==> config.mk <==
export PLATFORM = sky130hd
export DESIGN_NAME = serial2parallel
export DESIGN_NICKNAME = d
export VERILOG_FILES = /design/src/rtl/serial2parallel.sv
export SDC_FILE = /design/constraint.sdc
export NUM_CORES = 1
export LEC_CHECK = 0
export ABC_AREA = 1
export CAP_MARGIN = 20
export CORE_MARGIN = 4
export CORE_UTILIZATION = 30
export CTS_BUF_LIST = sky130_fd_sc_hd__clkbuf_4
export DETAILED_ROUTE_END_ITERATION = 10
export GPL_TIMING_DRIVEN = 0
export HOLD_SLACK_MARGIN = 0.03
export PLACE_DENSITY = 0.48
export RECOVER_POWER = 50
export REMOVE_ABC_BUFFERS = 1
export SLEW_MARGIN = 15
export SYNTH_ARGS = -nofsm -noshare
export SYNTH_HDL_FRONTEND = slang
export SYNTH_SLANG_ARGS = --single-unit
==> constraint.sdc <==
create_clock -name clk -period 2 [get_ports clk]
set_input_delay 0.2 -clock clk [delete_from_list [all_inputs] [get_ports clk]]
set_output_delay 0.2 -clock clk [all_outputs]
set_load 0.1 [all_outputs]
==> src/rtl/serial2parallel.sv <==
// Serial-to-parallel frame receiver: synchronizes an external serial clock/data pair,
// assembles DATA_BITS-wide frames, and ends a frame after IDLE_CYCLES quiet clk cycles.
module serial2parallel #(
    parameter int DATA_BITS      = 64,
    parameter int READ_DIRECTION = 0,
    parameter int IDLE_CYCLES    = 16
) (
    input  logic                 clk,
    input  logic                 rst,
    input  logic                 s_clk,
    input  logic                 s_dat,
    input  logic                 s_clr,
    output logic [DATA_BITS-1:0] data,
    output logic                 valid,
    output logic                 err,
    output logic                 busy
);

    // bit_cnt must hold DATA_BITS+1 (saturation value); idle_cnt must hold IDLE_CYCLES
    localparam int CNT_W  = $clog2(DATA_BITS + 2);
    localparam int IDLE_W = (IDLE_CYCLES > 1) ? $clog2(IDLE_CYCLES + 1) : 1;

    localparam logic [CNT_W-1:0]  CNT_FULL  = CNT_W'(DATA_BITS);
    localparam logic [CNT_W-1:0]  CNT_SAT   = CNT_W'(DATA_BITS + 1);
    localparam logic [IDLE_W-1:0] IDLE_LAST = IDLE_W'(IDLE_CYCLES - 1);

    typedef enum logic {
        IDLE,
        RECV
    } state_t;

    state_t               state_q, state_d;
    logic [DATA_BITS-1:0] sr_q, sr_d;
    logic [DATA_BITS-1:0] data_d;
    logic [CNT_W-1:0]     bit_cnt_q, bit_cnt_d;
    logic [IDLE_W-1:0]    idle_cnt_q, idle_cnt_d;
    logic                 valid_d, err_d;

    logic [2:0] clk_sync;
    logic [1:0] dat_sync;
    logic [1:0] clr_sync;
    logic       s_edge;
    logic       bit_in;
    logic       clr_n;

    // Synchronizers; clk_sync[2] is the extra flop for a single-cycle edge pulse.
    // s_clr resets to its inactive (high) level.
    always_ff @(posedge clk) begin
        if (rst) begin
            clk_sync <= '0;
            dat_sync <= '0;
            clr_sync <= '1;
        end else begin
            clk_sync <= {clk_sync[1:0], s_clk};
            dat_sync <= {dat_sync[0], s_dat};
            clr_sync <= {clr_sync[0], s_clr};
        end
    end

    assign s_edge = clk_sync[1] & ~clk_sync[2];
    assign bit_in = dat_sync[1];
    assign clr_n  = clr_sync[1];

    function automatic logic [DATA_BITS-1:0] shift_in(input logic [DATA_BITS-1:0] sr,
                                                      input logic b);
        if (READ_DIRECTION == 0)
            return {sr[DATA_BITS-2:0], b};
        else
            return {b, sr[DATA_BITS-1:1]};
    endfunction

    always_comb begin
        state_d    = state_q;
        sr_d       = sr_q;
        bit_cnt_d  = bit_cnt_q;
        idle_cnt_d = idle_cnt_q;
        data_d     = data;
        valid_d    = 1'b0;
        err_d      = 1'b0;

        if (!clr_n) begin
            state_d    = IDLE;
            sr_d       = '0;
            bit_cnt_d  = '0;
            idle_cnt_d = '0;
        end else begin
            case (state_q)
                IDLE: begin
                    if (s_edge) begin
                        state_d    = RECV;
                        sr_d       = shift_in(sr_q, bit_in);
                        bit_cnt_d  = CNT_W'(1);
                        idle_cnt_d = '0;
                    end
                end
                RECV: begin
                    if (s_edge) begin
                        sr_d       = shift_in(sr_q, bit_in);
                        idle_cnt_d = '0;
                        if (bit_cnt_q != CNT_SAT)
                            bit_cnt_d = bit_cnt_q + CNT_W'(1);
                    end else if (idle_cnt_q == IDLE_LAST) begin
                        // idle count reaches IDLE_CYCLES this cycle: frame ends now
                        state_d    = IDLE;
                        idle_cnt_d = '0;
                        if (bit_cnt_q == CNT_FULL) begin
                            data_d  = sr_q;
                            valid_d = 1'b1;
                        end else begin
                            err_d = 1'b1;
                        end
                    end else begin
                        idle_cnt_d = idle_cnt_q + IDLE_W'(1);
                    end
                end
                default: state_d = IDLE;
            endcase
        end
    end

    always_ff @(posedge clk) begin
        if (rst) begin
            state_q    <= IDLE;
            sr_q       <= '0;
            bit_cnt_q  <= '0;
            idle_cnt_q <= '0;
            data       <= '0;
            valid      <= 1'b0;
            err        <= 1'b0;
        end else begin
            state_q    <= state_d;
            sr_q       <= sr_d;
            bit_cnt_q  <= bit_cnt_d;
            idle_cnt_q <= idle_cnt_d;
            data       <= data_d;
            valid      <= valid_d;
            err        <= err_d;
        end
    end

    assign busy = (state_q == RECV);

endmodule

==> flow_summary.ini, run 1 <==
; generated from flow reports
[synth]
synth_stat.cells = 768
cell_type_contributing_the_most_total_cell_area_after_synthesis = sky130_fd_sc_hd__dfxtp_1
synth_area_per_cell_um2 = 8.13
postSynth.asyncResetShare = 0
yosysWarningCount = 0
synth_largest_type_area_fraction = 0.481
netlist_area_um2 = 6240
yosysMostFrequentCell = sky130_fd_sc_hd__dfxtp_1
synth-edff-count = 0
yosys-top-cells-count = sky130_fd_sc_hd__dfxtp_1 (150), sky130_fd_sc_hd__nor2_1 (121), sky130_fd_sc_hd__nand2_1 (90), sky130_fd_sc_hd__a21oi_1 (66), sky130_fd_sc_hd__inv_1 (60)
synth_cell_types = 31
numSynthFlops = 150
seq_area_frac_synth = 0.481
netlist_top_cells_area = sky130_fd_sc_hd__dfxtp_1 (48%), sky130_fd_sc_hd__nor2_1 (7.3%), sky130_fd_sc_hd__a21oi_2 (7.0%)
synthFlopType = sky130_fd_sc_hd__dfxtp_1
synth.yosys.chip_area_um2 = 6240
postSynthCellCount = 768

[hold_path]
timing.hold.worst_path_depth = 3
min_delay_worst_endpoint = dat_sync[0]$_SDFF_PP0_
min-delay-path-class = in -> reg
hp-start = s_dat

[global_route]
grt_first_pass_wirelength_um = 23000
pin_count_of_the_biggest_net_entering_global_routing = 79
grt_antenna_before_repair = 1
grt_use_met3 = 0.0315
met1_grt_util = 0.157
grt_busiest_layer = met2
number_of_global_route_vias_before_repair = 4552
global_route.overflow_total = 0
global_route.usage.total = 0.118
grt_use_met2 = 0.183

[route]
vias_per_cell = 4.45
wl_met3_um = 577
drt-wirelength-per-cell_um = 12.1
route.layer.met1.wl_um = 6690
top_signal_layer_used = met4
wire_length_after_detailed_routing_um = 13400
firstDrtPassIters = 4
ant_nets = 0
number_of_vias_in_the_routed_layout = 4899
post_route_drc = 0
drt_first_iter_violations = 280
dr_wl_met2_um = 5930

[timing]
finalCritPeriodShare = 0.943
final-max-slew-violation-count = 0
rsz0062_at_grt = false
worst_slack_ns = 0.114
layout_min_cycle_time_ns = 1.89
timing.setup.tns_ns = 0
timing.clock.skew_ns = 0.0151
maxSlewHeadroom = 0.363
setup_viol = 0
hold-worst-slack_ns = 0.159
achievable-frequency_mhz = 530
finalHoldViolCount = 0
slew_worst_pin_ns = 0.959

[power]
power_leakage_nw = 2.75
max-vdd-ir-drop_uv = 367
power_density_nw_per_um2 = 724

[clock_tree]
ctsLongestPathBuffers = 2
postCtsHoldBufs = 0
cts_resized = 202
numClockSinks = 150
h-tree-depth = 4
cts.repair_timing.setup_buffer_count = 5
cts_buffers = 17
cts_tree = yes
worst_setup_hold_path_clk_slew_ns = 0.13
insertion_delay_ns = 0.54
clock_tree.root_cell = sky130_fd_sc_hd__clkbuf_4

[flow_run]
log.warning_count = 27
cap_viol_max_count = 0

[floorplanning]
initial_core_util = 0.306
design.die.area_um2 = 23200
ios = 72
die_width_um = 152
die_y_um = 152

[placed_design]
port_buffers = 71
dp_worst_setup_slack_ns = -1.23
gp_routability_congestion = 0.715
dp_hpwl_um = 7870

[worst_setup_path]
rr_worst_depth = 10
worst-endpoint-required_ns = 1.80
worst-endpoint-arrival_ns = 1.69
number_of_buffers_and_inverters_on_the_critical_path = 1
start_kind = flop
critical_path_peak_fanout = 1
crit_path_top_delay_cell = sky130_fd_sc_hd__clkdlybuf4s15_1
crit_chain = clkdlybuf4s15_1
worstSetupEndpointType = output port
r2r_end = data[31]$_SDFFE_PP0P_
timing_worst_setup_path_type = reg -> out
ff2ff_setup_slack_ns = 0.15
worst_r2r_startpoint = bit_cnt_q[1]$_SDFFE_PP0P_
timing.critical_path.max_delay_family = buffers and inverters
worst_path_largest_cell_delay_ns = 0.82

[layout]
layout.nets = 827
fraction_of_layout_instances_using_a_drive_strength_above_1 = 0.223
multiInputGateArea_um2 = 2540
area.growth.synth_to_final_pct = 21.2
sequential_cell_area_um2 = 3010
num-fill-cells = 2156

[outcome]
status = finished, final reports clean
==> run 1: report_power, final <==
group / switching (W) / leakage, nW / internal [W]
Combinational: 0.000186 / 1.37 / 0.0000895
Sequential: 0.0000346 / 1.22 / 0.00305
Clock: 0.00112 / 0.167 / 0.000996
==> run 1: logic make-up (layout without fill, tap and decap cells) <==
kind of cell / count (synthesis) / in the layout / share of synthesized area
AND/OR/NAND/NOR: 301 / 301 / 0.215
AND-OR/OR-AND: 185 / 185 / 0.179
flip-flops: 150 / 150 / 0.481
buffers and inverters: 126 / 189 / 0.114
adder cells (fa/ha/maj): 4 / 4 / 0.00802
XOR/XNOR: 2 / 2 / 0.00281
other: 0 / 1 / 0
==> run 1: state kept, by name (all words and copies together) (netlist names) <==
register,flops
bit_cnt_q,7
dat_sync,2
idle_cnt_q,5
valid,1
data,64
sr_q,64
clk_sync,3
clr_sync,2
err,1
busy,1
==> run 1: stage by stage <==
| stage | power, W | std cells | util | area [um^2] |
|---|---|---|---|---|
| after global placement | 0.00343 | 1051 | 0.336 | 6830 |
| after floorplan | 0.00335 | 710 | - | 5780 |
| after global routing | 0.00575 | 1102 | 0.371 | 7560 |
| final | 0.00547 | 1102 | 0.371 | 7560 |
| after detailed placement | 0.00344 | 1062 | 0.349 | 7100 |
| after CTS | 0.00559 | 1099 | 0.372 | 7570 |
==> run 1: cells in the final DEF (no fill, tap or decap), types with 5 or more instances in the layout <==
master and instances:
sky130_fd_sc_hd__o21ai_0 64, sky130_fd_sc_hd__a21oi_2 50, sky130_fd_sc_hd__a21oi_1 66, sky130_fd_sc_hd__nor2_1 121, sky130_fd_sc_hd__nand3b_1 20, sky130_fd_sc_hd__buf_12 6, sky130_fd_sc_hd__nand3_1 52, sky130_fd_sc_hd__clkbuf_4 19
sky130_fd_sc_hd__inv_1 59, sky130_fd_sc_hd__inv_2 6, sky130_fd_sc_hd__nand4_1 5, sky130_fd_sc_hd__nand2_1 89, sky130_fd_sc_hd__dfxtp_1 148, sky130_fd_sc_hd__clkdlybuf4s15_2 61
==> run 1: final cells by class <==
| class | instances | share of cell area |
|---|---|---|
| Sequential cell | 150 | 0.397 |
| Multi-Input combinational cell | 492 | 0.336 |
| Timing Repair Buffer | 89 | 0.143 |
| Tap cell | 270 | 0.0447 |
| Inverter | 68 | 0.0367 |
| Clock inverter | 14 | 0.0243 |
| Clock buffer | 18 | 0.0179 |
| Antenna cell | 1 | 0.000331 |
==> run 1: worst max-delay path by stage <==
| stage | startpoint | endpoint | slack, ns | cells after the start |
|---|---|---|---|---|
| CTS | data[9]$_SDFFE_PP0P_ | data[9] | 0.0008 | 1 |
| floorplan | clk_sync[2]$_SDFF_PP0_ | data[17]$_SDFFE_PP0P_ | -2.56 | 7 |
| global placement | clk_sync[2]$_SDFF_PP0_ | data[36]$_SDFFE_PP0P_ | -4.67 | 7 |
| global route | bit_cnt_q[0]$_SDFFE_PP0P_ | data[28]$_SDFFE_PP0P_ | 0.01 | 10 |
| detailed placement | rst | bit_cnt_q[4]$_SDFFE_PP0P_ | -1.23 | 8 |
| finish | valid$_SDFF_PP0_ | valid | 0.11 | 1 |
**Run 1: PDN straps and rails**

Pins as bars on the die edge. Tap cells in grey.
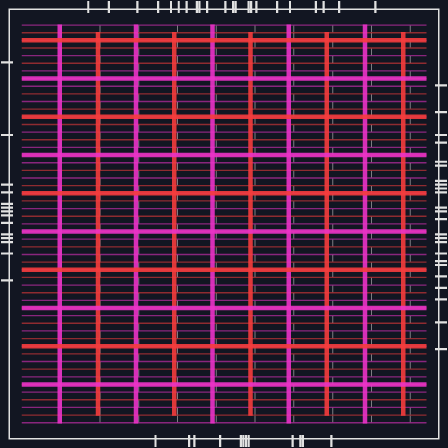
red -> VDD
magenta -> VSS
tap cells = 270
met1 rails = 53

**Run 1: placed cells, one colour a class**

Bar = 50 um.
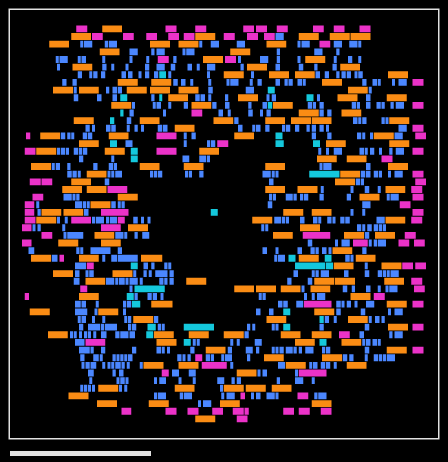
orange -> sequential cells  # cells 150, share of their area 42%
blue -> combinational and other logic  # cells 560, share of their area 39%
magenta -> remaining buffers and delay cells  # cells 89, share of their area 15%
cyan -> clock drivers and dummy loads  # cells 32, share of their area 4.4%
final design utilization: 0.371
core footprint: 20400 um^2
final std cell area, no fill: 7560 um^2
register share of the cell area: 0.397
Rows: 52

**Run 1: clock distribution**

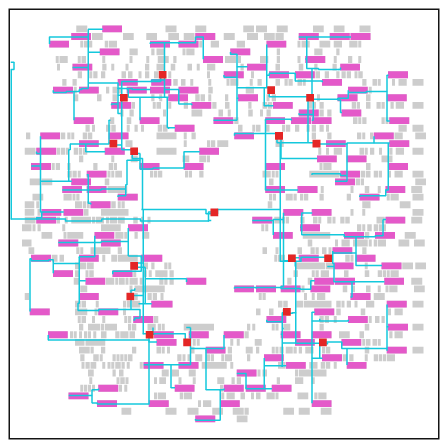
red -> clock drivers  # count 17
cyan -> clock wires  # length 2090 um
magenta -> flip-flops  # count 150
flops lie = spread over the die

==> run 1 -> run 2 <==
Settings changed: RECOVER_POWER 50 to 25.
**Run 2: routing congestion**

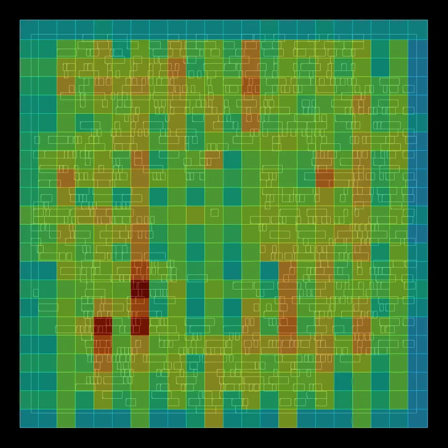
wire length per cell: 12.1 um
global-route usage over all layers: 0.118
met1 GRT Util: 0.157
met3 track demand over resource in global routing: 0.0315
met2 global-route usage: 0.183

**Run 2: placed cells, one colour a class**

Bar = 50 um.
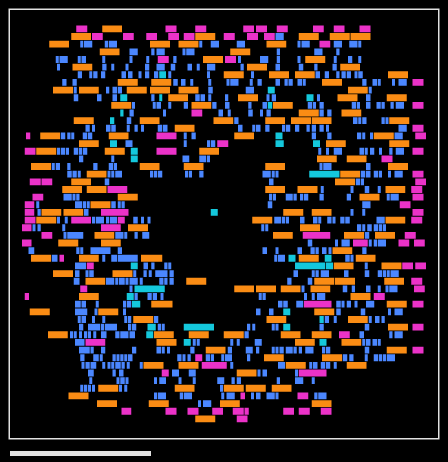
cyan -> clock drivers and dummy loads  # cells 32, share of their area 4.4%
blue -> combinational and other logic  # cells 560, share of their area 39%
orange -> sequential cells  # cells 150, share of their area 42%
magenta -> remaining buffers and delay cells  # cells 89, share of their area 15%

==> run 2 against run 1 <==
Against the previous run:
- die area did not move
- first-iteration DRC count did not move
- non-clock buffer count is the same
- clock skew about the same
- clock-buffer cell count did not move
- flip-flop count stayed put
- largest cell class unchanged
==> flow_summary.ini, run 2 <==
; generated from flow reports
[timing]
setup_viol = 0
finalCritPeriodShare = 0.943
maxSlewHeadroom = 0.363
achievable-frequency_mhz = 530
final-max-slew-violation-count = 0
finalHoldViolCount = 0
rsz0062_at_grt = false
worst_slack_ns = 0.114
timing.clock.skew_ns = 0.0151
slew_worst_pin_ns = 0.959
layout_min_cycle_time_ns = 1.89

[outcome]
status = finished, final reports clean

[synth]
synthFlopType = sky130_fd_sc_hd__dfxtp_1
cell_type_contributing_the_most_total_cell_area_after_synthesis = sky130_fd_sc_hd__dfxtp_1
synth_cell_types = 31
yosys-top-cells-count = sky130_fd_sc_hd__dfxtp_1 (150), sky130_fd_sc_hd__nor2_1 (121), sky130_fd_sc_hd__nand2_1 (90), sky130_fd_sc_hd__a21oi_1 (66), sky130_fd_sc_hd__inv_1 (60)
postSynth.asyncResetShare = 0
postSynthCellCount = 768
synth_largest_type_area_fraction = 0.481
synth_stat.cells = 768
seq_area_frac_synth = 0.481
yosysWarningCount = 0
synth-edff-count = 0
synth_area_per_cell_um2 = 8.13
netlist_top_cells_area = sky130_fd_sc_hd__dfxtp_1 (48%), sky130_fd_sc_hd__nor2_1 (7.3%), sky130_fd_sc_hd__a21oi_2 (7.0%)
numSynthFlops = 150
synth.yosys.chip_area_um2 = 6240
netlist_area_um2 = 6240
yosysMostFrequentCell = sky130_fd_sc_hd__dfxtp_1

[clock_tree]
worst_setup_hold_path_clk_slew_ns = 0.13
numClockSinks = 150
clock_tree.root_cell = sky130_fd_sc_hd__clkbuf_4
insertion_delay_ns = 0.54
h-tree-depth = 4
cts_tree = yes
postCtsHoldBufs = 0
ctsLongestPathBuffers = 2
cts_buffers = 17

[floorplanning]
design.die.area_um2 = 23200
ios = 72
fp-row-count = 52
fp.coreArea_um2 = 20400
die_width_um = 152
initial_core_util = 0.306
die_y_um = 152

[flow_run]
log.warning_count = 27
cap_viol_max_count = 0

[hold_path]
timing.hold.worst_path_depth = 3
min-delay-path-class = in -> reg

[power]
p_clk_frac = 0.386
total_power_w = 0.00547
max-vdd-ir-drop_uv = 367
power_density_nw_per_um2 = 724
switching_power_w = 0.00134
power_switching_share = 0.244
power.combinational.fraction = 0.050
p_int_w = 0.00414
seq_power_share = 0.564
power_leakage_nw = 2.75

[layout]
area.growth.synth_to_final_pct = 21.2
layout.nets = 827
multiInputGateArea_um2 = 2540
design_area_um2 = 7560
final_layout_top_logic_cells = sky130_fd_sc_hd__dfxtp_1 (148), sky130_fd_sc_hd__nor2_1 (121), sky130_fd_sc_hd__nand2_1 (89)
sequential_cell_area_um2 = 3010
largest_registers = data x64, sr_q x64, bit_cnt_q x7
fraction_of_layout_instances_using_a_drive_strength_above_1 = 0.223
layout_top_cell = sky130_fd_sc_hd__dfxtp_1
num-fill-cells = 2156

[route]
vias_per_cell = 4.45
ant_nets = 0
firstDrtPassIters = 4
number_of_vias_in_the_routed_layout = 4901
drt_first_iter_violations = 280
post_route_drc = 0
wire_length_after_detailed_routing_um = 13400

[worst_setup_path]
critical_path_cell_count = 1
number_of_buffers_and_inverters_on_the_critical_path = 1
crit_chain = clkdlybuf4s15_1
worst-endpoint-arrival_ns = 1.69
crit_path_top_delay_cell = sky130_fd_sc_hd__clkdlybuf4s15_1
worstSetupEndpointType = output port
worst-endpoint-required_ns = 1.80
timing.critical_path.max_delay_family = buffers and inverters
start_kind = flop
timing_worst_setup_path_type = reg -> out
rr_worst_depth = 10
critical_path_peak_fanout = 1
worst_path_largest_cell_delay_ns = 0.82

[global_route]
number_of_global_route_vias_before_repair = 4552
grt_first_pass_wirelength_um = 23000
grt_busiest_layer = met2
pin_count_of_the_biggest_net_entering_global_routing = 79
global_route.overflow_total = 0
grt_antenna_before_repair = 1

[placed_design]
dp_hpwl_um = 7870
port_buffers = 71
gp_routability_congestion = 0.715
dp_worst_setup_slack_ns = -1.23
cell_area_after_placement_um2 = 7100
**Run 2: register map, names as in the netlist**

Other sequential cells in the stronger grey, the rest of the logic in the fainter grey.
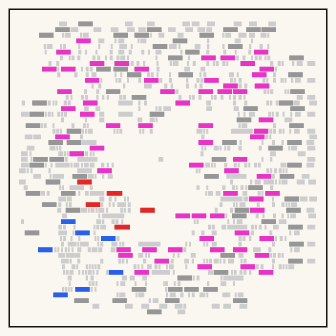
magenta -> sr_q  # placed flops 64
red -> idle_cnt_q  # placed flops 5
blue -> bit_cnt_q  # placed flops 7, where south-west

-- run 2: metal layers --
layer / vias to the layer above / part of all wire / routed length, um
li1: 2597 / - / -
met1: 2219 / 0.50 / 6680
met2: 71 / 0.44 / 5930
met3: 14 / 0.043 / 577
met4: 0 / 0.014 / 190
met5: - / 0 / 0
-- run 2: layout make-up --
cell class	instances	share of cell area
clock inverters	14	0.0243
flip-flops and latches	150	0.397
well taps	270	0.0447
inverters	68	0.0367
repair buffers	89	0.143
multi-input cells	492	0.336
diodes	1	0.000331
clock buffers	18	0.0179
-- run 2: final timing paths --
path / from / end / slack, ns
max: valid$_SDFF_PP0_ / valid / 0.11
min: s_dat / dat_sync[0]$_SDFF_PP0_ / 0.16
max reg2reg: bit_cnt_q[1]$_SDFFE_PP0P_ / data[31]$_SDFFE_PP0P_ / 0.15
min reg2reg: dat_sync[0]$_SDFF_PP0_ / dat_sync[1]$_SDFF_PP0_ / 0.41
-- run 2: power groups by stage --
| stage | clock network (W) | registers [W] | logic [W] |
|---|---|---|---|
| final | 0.00211 | 0.00309 | 0.000275 |
| after global routing | 0.00233 | 0.00310 | 0.000320 |
| after CTS | 0.00222 | 0.00309 | 0.000282 |
| after detailed placement | 0 | 0.00315 | 0.000282 |
| after global placement | 0 | 0.00315 | 0.000281 |
| after floorplan | 0 | 0.00315 | 0.000197 |
-- run 2: worst min-delay path, stage by stage --
cell	delay, ns
sky130_fd_sc_hd__clkdlybuf4s50_1	0.39
sky130_fd_sc_hd__inv_1	0.05
sky130_fd_sc_hd__nor2_1	0.03
-- run 2: metrics by stage --
stage          utilization  cells  setup TNS [ns]  hold WS, ns
2_1_floorplan            -    710         -206.09        0.271
3_3_place_gp         0.336   1051         -449.33        0.396
3_5_place_dp         0.349   1062          -85.14        0.395
4_1_cts              0.372   1099               0       0.0852
5_1_grt              0.371   1102               0        0.100
6_report             0.371   1102               0        0.159
-- run 2: what timing repair did --
action	CTS	global route
endpoints found under the setup margin	204	49
gates resized	202	13
pin swaps	2	2
gates cloned	0	1
buffers inserted	5	1
-- run 2: cell families (layout without fill, tap and decap cells) --
logic type                 Yosys count  after routing  share of synthesized area
DFF                                150            150                      0.481
and+or+nand+nor                    301            301                      0.215
xor gates and xnor gates             2              2                    0.00281
AOI/OAI and AO/OA                  185            185                      0.179
buffers and inverters              126            189                      0.114
other                                0              1                          0
adders and majority gates            4              4                    0.00802
No activity file was given, so power comes from the tool's default toggle rates.
